## src/rtl/mips_program_loader.sv

```systemverilog
// Boot/load sequencer: streams words into the I/D caches, then runs the
// processor until its PC leaves the loaded program or a cycle budget expires.
module mips_program_loader #(
  parameter int unsigned DATA_W     = 32,
  parameter int unsigned ADDR_W     = 32,
  parameter int unsigned IMEM_DEPTH = 64,
  parameter int unsigned DMEM_DEPTH = 64,
  parameter int unsigned START_GAP  = 2,
  parameter int unsigned RUN_CYCLES = 300,
  parameter int unsigned PC_SHIFT   = 0
) (
  input  logic              clk,
  input  logic              rst,
  input  logic              ld_valid,
  output logic              ld_ready,
  input  logic [DATA_W-1:0] ld_data,
  input  logic              ld_dmem,
  input  logic              ld_last,
  input  logic [ADDR_W-1:0] cpu_pc,
  output logic [DATA_W-1:0] IData_in,
  output logic [ADDR_W-1:0] IAddr_in,
  output logic              icache_we,
  output logic [DATA_W-1:0] DData_in,
  output logic [ADDR_W-1:0] DAddr_in,
  output logic              dcache_we,
  output logic              start,
  output logic              done,
  output logic              timeout,
  output logic              overflow,
  output logic [ADDR_W-1:0] imem_count
);

  localparam int unsigned GAP_W = (START_GAP  > 1) ? $clog2(START_GAP)  : 1;
  localparam int unsigned RUN_W = (RUN_CYCLES > 1) ? $clog2(RUN_CYCLES) : 1;

  typedef enum logic [2:0] {
    S_IDLE,
    S_LOAD,
    S_GAP,
    S_RUN,
    S_DONE
  } state_t;

  state_t state, state_nx;

  logic [ADDR_W-1:0] dmem_count;
  logic [GAP_W-1:0]  gap_cnt;
  logic [RUN_W-1:0]  run_cnt;

  logic              accept;
  logic              session_start;
  logic [ADDR_W-1:0] i_base;
  logic [ADDR_W-1:0] d_base;
  logic              i_full;
  logic              d_full;
  logic [ADDR_W-1:0] pc_word;
  logic              pc_exit;
  logic              gap_last;
  logic              run_last;

  assign ld_ready      = (state == S_IDLE) || (state == S_LOAD) || (state == S_DONE);
  assign accept        = ld_valid && ld_ready;
  assign session_start = accept && ((state == S_IDLE) || (state == S_DONE));

  // The first word of a session sees cleared counters so it lands at address 0.
  assign i_base  = session_start ? '0 : imem_count;
  assign d_base  = session_start ? '0 : dmem_count;
  assign i_full  = (i_base == ADDR_W'(IMEM_DEPTH));
  assign d_full  = (d_base == ADDR_W'(DMEM_DEPTH));

  assign pc_word  = cpu_pc >> PC_SHIFT;
  assign pc_exit  = (pc_word >= imem_count);
  assign gap_last = (gap_cnt == GAP_W'(START_GAP - 1));
  assign run_last = (run_cnt == RUN_W'(RUN_CYCLES - 1));

  // State register.
  always_ff @(posedge clk) begin
    if (rst) state <= S_IDLE;
    else     state <= state_nx;
  end

  // Next-state logic.
  always_comb begin
    state_nx = state;
    unique case (state)
      S_IDLE, S_LOAD, S_DONE: if (accept) state_nx = ld_last ? S_GAP : S_LOAD;
      S_GAP:                  if (gap_last) state_nx = S_RUN;
      S_RUN:                  if (pc_exit || run_last) state_nx = S_DONE;
      default:                state_nx = S_IDLE;
    endcase
  end

  // Cache write pipeline, session counters, run supervision and status flags.
  always_ff @(posedge clk) begin
    if (rst) begin
      IData_in   <= '0;
      IAddr_in   <= '0;
      icache_we  <= 1'b0;
      DData_in   <= '0;
      DAddr_in   <= '0;
      dcache_we  <= 1'b0;
      start      <= 1'b0;
      done       <= 1'b0;
      timeout    <= 1'b0;
      overflow   <= 1'b0;
      imem_count <= '0;
      dmem_count <= '0;
      gap_cnt    <= '0;
      run_cnt    <= '0;
    end else begin
      icache_we <= 1'b0;
      dcache_we <= 1'b0;
      start     <= (state_nx == S_RUN);

      if (accept) begin
        imem_count <= i_base;
        dmem_count <= d_base;
        if (session_start) begin
          done     <= 1'b0;
          timeout  <= 1'b0;
          overflow <= 1'b0;
        end
        if (!ld_dmem) begin
          if (i_full) begin
            overflow <= 1'b1;
          end else begin
            icache_we  <= 1'b1;
            IAddr_in   <= i_base;
            IData_in   <= ld_data;
            imem_count <= i_base + 1'b1;
          end
        end else begin
          if (d_full) begin
            overflow <= 1'b1;
          end else begin
            dcache_we  <= 1'b1;
            DAddr_in   <= d_base;
            DData_in   <= ld_data;
            dmem_count <= d_base + 1'b1;
          end
        end
      end

      gap_cnt <= (state == S_GAP) ? gap_cnt + 1'b1 : '0;
      run_cnt <= (state == S_RUN) ? run_cnt + 1'b1 : '0;

      if (state == S_RUN) begin
        if (pc_exit)       done    <= 1'b1;
        else if (run_last) timeout <= 1'b1;
      end
    end
  end

endmodule

```

## config.mk

```make
export PLATFORM = sky130hd
export DESIGN_NAME = mips_program_loader
export DESIGN_NICKNAME = d
export VERILOG_FILES = /design/src/rtl/mips_program_loader.sv
export SDC_FILE = /design/constraint.sdc
export NUM_CORES = 1
export LEC_CHECK = 0
export CAP_MARGIN = 20
export CORE_ASPECT_RATIO = 2
export CORE_MARGIN = 4
export CORE_UTILIZATION = 49
export DETAILED_ROUTE_END_ITERATION = 7
export PLACE_DENSITY = 0.83
export SETUP_SLACK_MARGIN = 0.5
export SYNTH_ARGS = -nofsm -noshare
export SYNTH_HDL_FRONTEND = slang
export SYNTH_SLANG_ARGS = --single-unit
```

## constraint.sdc

```tcl
create_clock -name clk -period 3.3 [get_ports clk]
set_clock_uncertainty 0.15 [all_clocks]
set_input_delay 0.33 -clock clk [delete_from_list [all_inputs] [get_ports clk]]
set_output_delay 0.33 -clock clk [all_outputs]
set_load 0.05 [all_outputs]
```

**Run 1: routing congestion map**

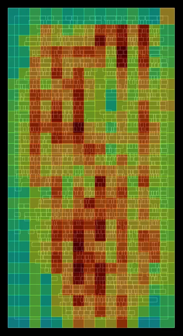
total global-route track usage: 26.1%
met2 Usage GRT: 48.1%
Util after Layout: 68.8%

**Run 1: clock distribution**

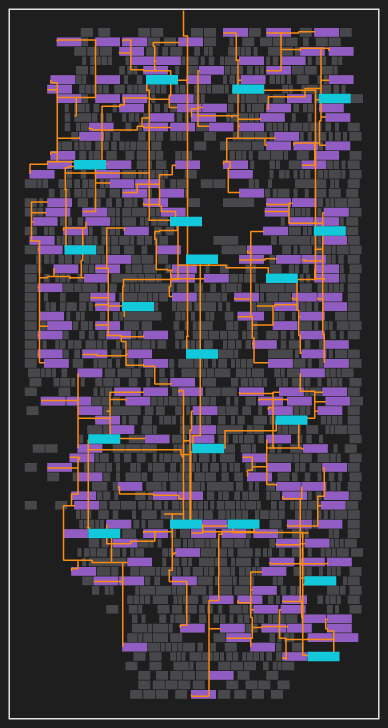
legend:
  clock drivers:
    color: cyan
    count: 19
  clock wires:
    color: orange
    length: 2,440 um
  flip-flops:
    color: purple
    count: 211
flops lie: all over the die
routed clock nets: 20

**Run 1: met1 routing**

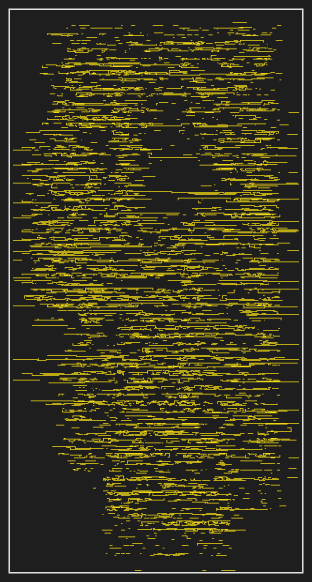
longest straight run: 24.4 um
share of all routed wire: 35%
main direction: horizontal

**Run 1: placement by cell class**

Fill, decap, tap and diode cells in gray.
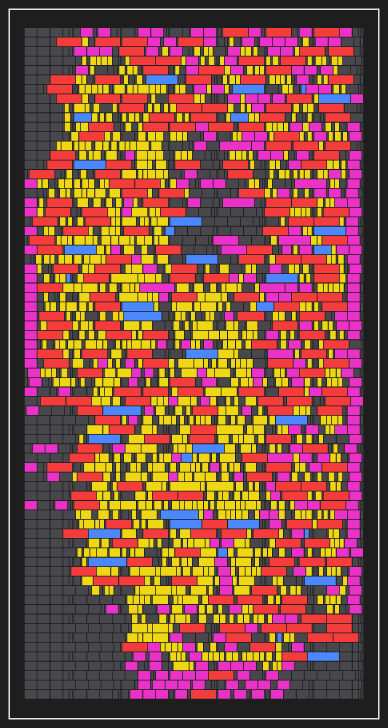
legend:
  sequential cells:
    color: red
    cells: 211
  combinational and other logic:
    color: yellow
    cells: 894
  clock drivers and dummy loads:
    color: blue
    cells: 34
  remaining buffers and delay cells:
    color: magenta
    cells: 280

-- run 1: sequential cells by signal (all words and copies together) (netlist names) --
signal and cells:
icache_we 1, start 1, IData_in 32, dmem_count 32
dcache_we 1, state 3, imem_count 32, done 1
DData_in 32, gap_cnt 1, run_cnt 9, DAddr_in 32
overflow 1, IAddr_in 32, timeout 1
-- run 1: per-stage QoR --
step,power [uW],util (%)
after floorplan,3110,-
after global placement,3370,64.2
after detailed placement,3390,64.2
after CTS,5810,67.9
after global routing,6000,68.8
final,5820,68.8
-- run 1: power breakdown --
| part | total (uW) | internal (uW) | switching (uW) |
|---|---|---|---|
| registers | 2620 | 2590 | 29.5 |
| clock network | 2450 | 1470 | 979 |
| logic | 746 | 269 | 478 |
| total | 5820 | 4340 | 1490 |
-- run 1: tightest hold or removal path, stage by stage --
cell and delay, ns:
buf_4 0.11, inv_1 0.10, o21ai_0 0.09, mux2i_1 0.06
-- run 1: per-layer routing --
| metal | GRT usage [%] | up-vias | share of wire (%) | routed length (um) |
|---|---|---|---|---|
| li1 | - | 4469 | - | - |
| met4 | 14.5 | 0 | 6.3 | 1880 |
| met3 | 2.72 | 131 | 6.1 | 1820 |
| met2 | 48.1 | 438 | 52 | 15600 |
| met1 | 28.6 | 4363 | 35 | 10400 |
| met5 | 0 | - | 0 | 0 |
-- run 1: timing repair --
item	CTS	global route
pin swaps	2	1
endpoints found under the setup margin	11	140
gates resized	0	12
gates cloned	1	5
setup buffers	2	1
hold buffers	0	0
-- run 1: layout make-up --
type / instances / area, um^2
multi-input combinational: 849 / 4700
clock buffer: 27 / 546
inverter: 45 / 169
clock inverter: 7 / 144
sequential: 211 / 4230
fill: 1492 / 5880
tap: 255 / 319
timing repair buffer: 280 / 2850
==> results.txt, run 1 <==
impl run done, here's what came out: synthesized area per cell=7.95 um^2, DR WL/cell=17.8 um, gr ovfl total=0, CP Depth=3, XOR Share, Synth=4.58%, final hold vios=0, max frequency=0.375 GHz, Commonest Layout Cell=nand2_1, tool warnings=30, fin crit share=80.9%, ratio of cells with drive above 1 in the final layout=7.33%, die outline height=204 um, Clock transition at path regs=0.07 ns, Async SR Flop Fraction=0%, dominant kind of combinational cell=simple AND/OR/NAND/NOR gates, Vias/cell=5.62, Distinct lib cells used=57, Post-Synth AOI/OAI Area=11.9%, Final #Nets=1,512, Slowest cell on crit path=clkdlybuf4s50_1, YS chip area=0.00938 mm^2, vias in the first global route=9,251, dpl ws=0.0934 ns, Final setup viols=0, Ys Warns=0, status=finished, final reports clean, die area=0.0215 mm^2, setup TNS=0 ns, Worst Path Arrival=2.19 ns, Critical Path Source=state[0], DRT iter0 DRCs=556, CTS tree=yes, # placed instances=1,631, most common cell in the netlist=nand2_1, Initial Utilization=49.8%, TritonCTS Buffers=19, WHS Endpoint=imem_count[30], RSZ-0062 raised after global routing=no, area share, top type=45.0%, EDFF count, synth=0, IO Count=236, ant diodes=0, final slew viol count=0, total core area=0.0188 mm^2, max_slew headroom=56.1%, Core Rows=71, Placer Congestion=0.884, Top cells excl fill/tap=260 x nand2_1, 234 x clkdlybuf4s50_1, 209 x dfxtp_1, 154 x a21oi_1, 86 x nor2_1, Mapped Cells=1,179, pwr/cell area=449 mW/mm^2, PnR worst setup slack=0.632 ns, Max clock buf depth=3, Worst path max stage delay=0.88 ns, Worst Path Buf+Inv=2, Hold/Removal Path Class=primary input to register, Seq cells post-synth=211, Multiplexer share=0.320%, Hold Crit Start=rst, First-pass DRT Iterations=6, # clock sinks=211, Worst Setup EP=ld_ready, ys cells=1,179, r2r endpoint=DData_in[30], register area share after synthesis=45.0%, CP Launch Type=register, Area growth, synth to finish=38.2%, design area=0.0130 mm^2, post-route insts no fill=1,674, actual slew at the worst max-slew pin=0.659 ns, FF-to-FF path depth=12, Main area contributors=dfxtp_1 45%, nand2_1 10%, a21oi_1 8.2%, ha_1 4.9%, nand3_1 4.2%, I/O Buffers=235, CP top delay family=buffers and inverters, Antenna Violating Nets Remaining=0, H-tree levels=1
## Run 2: what changed since run 1
- clock period: 3.3 -> 2.7 ns (I/O delays scaled with it)
==> run 2 against run 1 <==
  * Clock power increased by 8.2%
  * Non-clock buffer count increased by 61
  * Sequential power increased by 21%
  * Core utilization increased by 5.6 points
  * Via count increased by 4.8%
  * Highest routed layer unchanged
==> results.txt, run 2 <==
impl run done, here's what came out: status=finished, final reports clean, die width=106 um, remaining routing DRC violations=0, XOR Share, Synth=4.58%, max frequency=0.394 GHz, CP Launch Type=register, Initial Utilization=49.8%, synthesized area per cell=7.95 um^2, dpl hpwl=21.1 mm, ys cells=1,179, final hold vios=0, First-pass DRT Iterations=7, Root Driver=clkbuf_16, Setup CP Type=register to register, total core area=0.0188 mm^2, Util after Layout=74.4%, Main area contributors=dfxtp_1 45%, nand2_1 10%, a21oi_1 8.2%, ha_1 4.9%, nand3_1 4.2%, setup TNS=0 ns, PnR worst setup slack=0.161 ns, Antenna Violating Nets Remaining=0, TritonCTS Buffers=19, most common cell in the netlist=nand2_1, post-route insts no fill=1,731, critical path required time=2.95 ns, vias in the first global route=9,433, tool warnings=33, Seq cells post-synth=211, Fillers=1,324, Multiplexer share=0.320%, worst skew pair latency=0.49 ns, Placer Congestion=0.949, Worst Path Arrival=2.79 ns, Mapped Cells=1,179, initial antenna violation count=0, die outline height=204 um, leading area contributor after synthesis=dfxtp_1, actual slew at the worst max-slew pin=0.621 ns, final slew viol count=0, min cycle time layout=2.54 ns, area share, top type=45.0%, Ys Warns=0, CTS tree=yes, # clock sinks=211, met2 Usage GRT=49.5%, Post-Syn Area=0.00938 mm^2, design area=0.0140 mm^2, Final setup viols=0, busiest metal layer after global routing=met2, dominant kind of combinational cell=simple AND/OR/NAND/NOR gates, placed cell areas=0.0125 mm^2, die area=0.0215 mm^2, crit path max fanout=14, Area growth, synth to finish=49.4%, Simple-Gate Area Share=27.7%, RSZ-0062 raised after global routing=yes, dpl ws=-0.358 ns, IO Count=236, max_slew headroom=58.2%, Vias/cell=5.69, Syn Nets=1,285, register area share after synthesis=45.0%, Post-Route WL=31.7 mm, gr ovfl total=0, fin crit share=94.0%, top cells by count=260 x nand2_1, 211 x dfxtp_1, 154 x a21oi_1, Total Power=6880 uW, YS chip area=0.00938 mm^2, met1 Track Usage GR=29.9%, Async SR Flop Fraction=0%, Peak supply drop=0.423 mV, Final #Nets=1,572, FA/HA/MAJ Cells, Area Fraction=4.94%, Core Rows=71, Clock transition at path regs=0.07 ns, ratio of cells with drive above 1 in the final layout=18.0%, DR WL/cell=18.3 um, Most common reg cell=dfxtp_1, total global-route track usage=26.6%, Distinct lib cells used=57, Max clock buf depth=3, pin count of the biggest net entering global routing=144, ant diodes=0, Hold/Removal Path Class=primary input to register, max-cap viol count=0, via count=9,848, DRT iter0 DRCs=647, Post-Synth AOI/OAI Area=11.9%, first-pass GRT wire length=47.2 mm, leakage power=0.00502 uW, GRT met3 Usage=2.47%, I/O Buffers=235, Top cells excl fill/tap=254 x nand2_1, 223 x clkdlybuf4s50_1, 177 x dfxtp_1, 148 x a21oi_1, 84 x nor2_1, H-tree levels=1, Worst Setup End Kind=register, # placed instances=1,653, EDFF count, synth=0, pwr/cell area=491 mW/mm^2, Commonest Layout Cell=nand2_1, hold_ws=0.217 ns
## run 2: kinds of logic (layout without fill, tap and decap cells)
kind of cell	Yosys count	after routing
AND/OR/NAND/NOR	553	554
flip-flops	211	211
AND-OR/OR-AND	205	205
buffers and inverters	121	417
XOR/XNOR	49	49
adder cells (fa/ha/maj)	37	37
multiplexers	3	3
## run 2: repair_timing
item,CTS,global route
hold buffers,1,0
cloned,2,5
pin swaps,11,23
endpoints found under the hold margin,8,0
resized,48,72
buffers inserted,14,25
endpoints found under the setup margin,181,198
## run 2: path summary, 6_finish.rpt
kind | start | cells after the start | slack (ns) | endpoint
max | imem_count[3] | 9 | 0.16 | IAddr_in[3]
max reg2reg | imem_count[3] | 9 | 0.16 | IAddr_in[3]
min reg2reg | gap_cnt | 1 | 0.27 | gap_cnt
min | ld_data[27] | 3 | 0.22 | IData_in[27]
## run 2: layout make-up
class / count / area (um^2) / share of cell area, %
multi-input combinational: 848 / 5130 / 36.6
sequential: 211 / 4330 / 30.9
timing repair buffer: 341 / 3460 / 24.7
clock buffer: 25 / 529 / 3.78
tap: 255 / 319 / 2.28
inverter: 45 / 179 / 1.28
clock inverter: 6 / 62.6 / 0.447
## run 2: power by group
part / total, uW / switching, uW / internal, uW
combinational: 1050 / 630 / 421
sequential: 3180 / 33.4 / 3150
clock: 2650 / 1170 / 1480
## run 2: metal layers
metal | wire length (um) | vias up
met5 | 0 | -
li1 | - | 4589
met1 | 11300 | 4622
met2 | 16600 | 496
met3 | 1950 | 141
met4 | 1850 | 0
## run 2: critical path: stages, from the launching register on
cell     delay [ns]
dfxtp_4        0.35
buf_4          0.15
nor4_4         0.34
nand4_1        0.33
nor4_4         0.42
or2_4          0.23
buf_4          0.15
buf_16         0.14
nand2_1        0.07
a21oi_1        0.13
**Run 2: clock distribution**

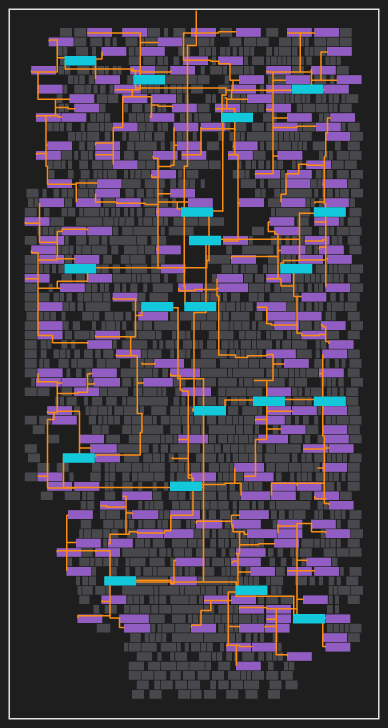
legend:
  flip-flops:
    color: purple
    count: 211
  clock drivers:
    color: cyan
    count: 19
  clock wires:
    color: orange
    length: 2,400 um
routed clock nets: 20
flops lie: all over the die

Power is estimated from default activity; no workload was simulated.
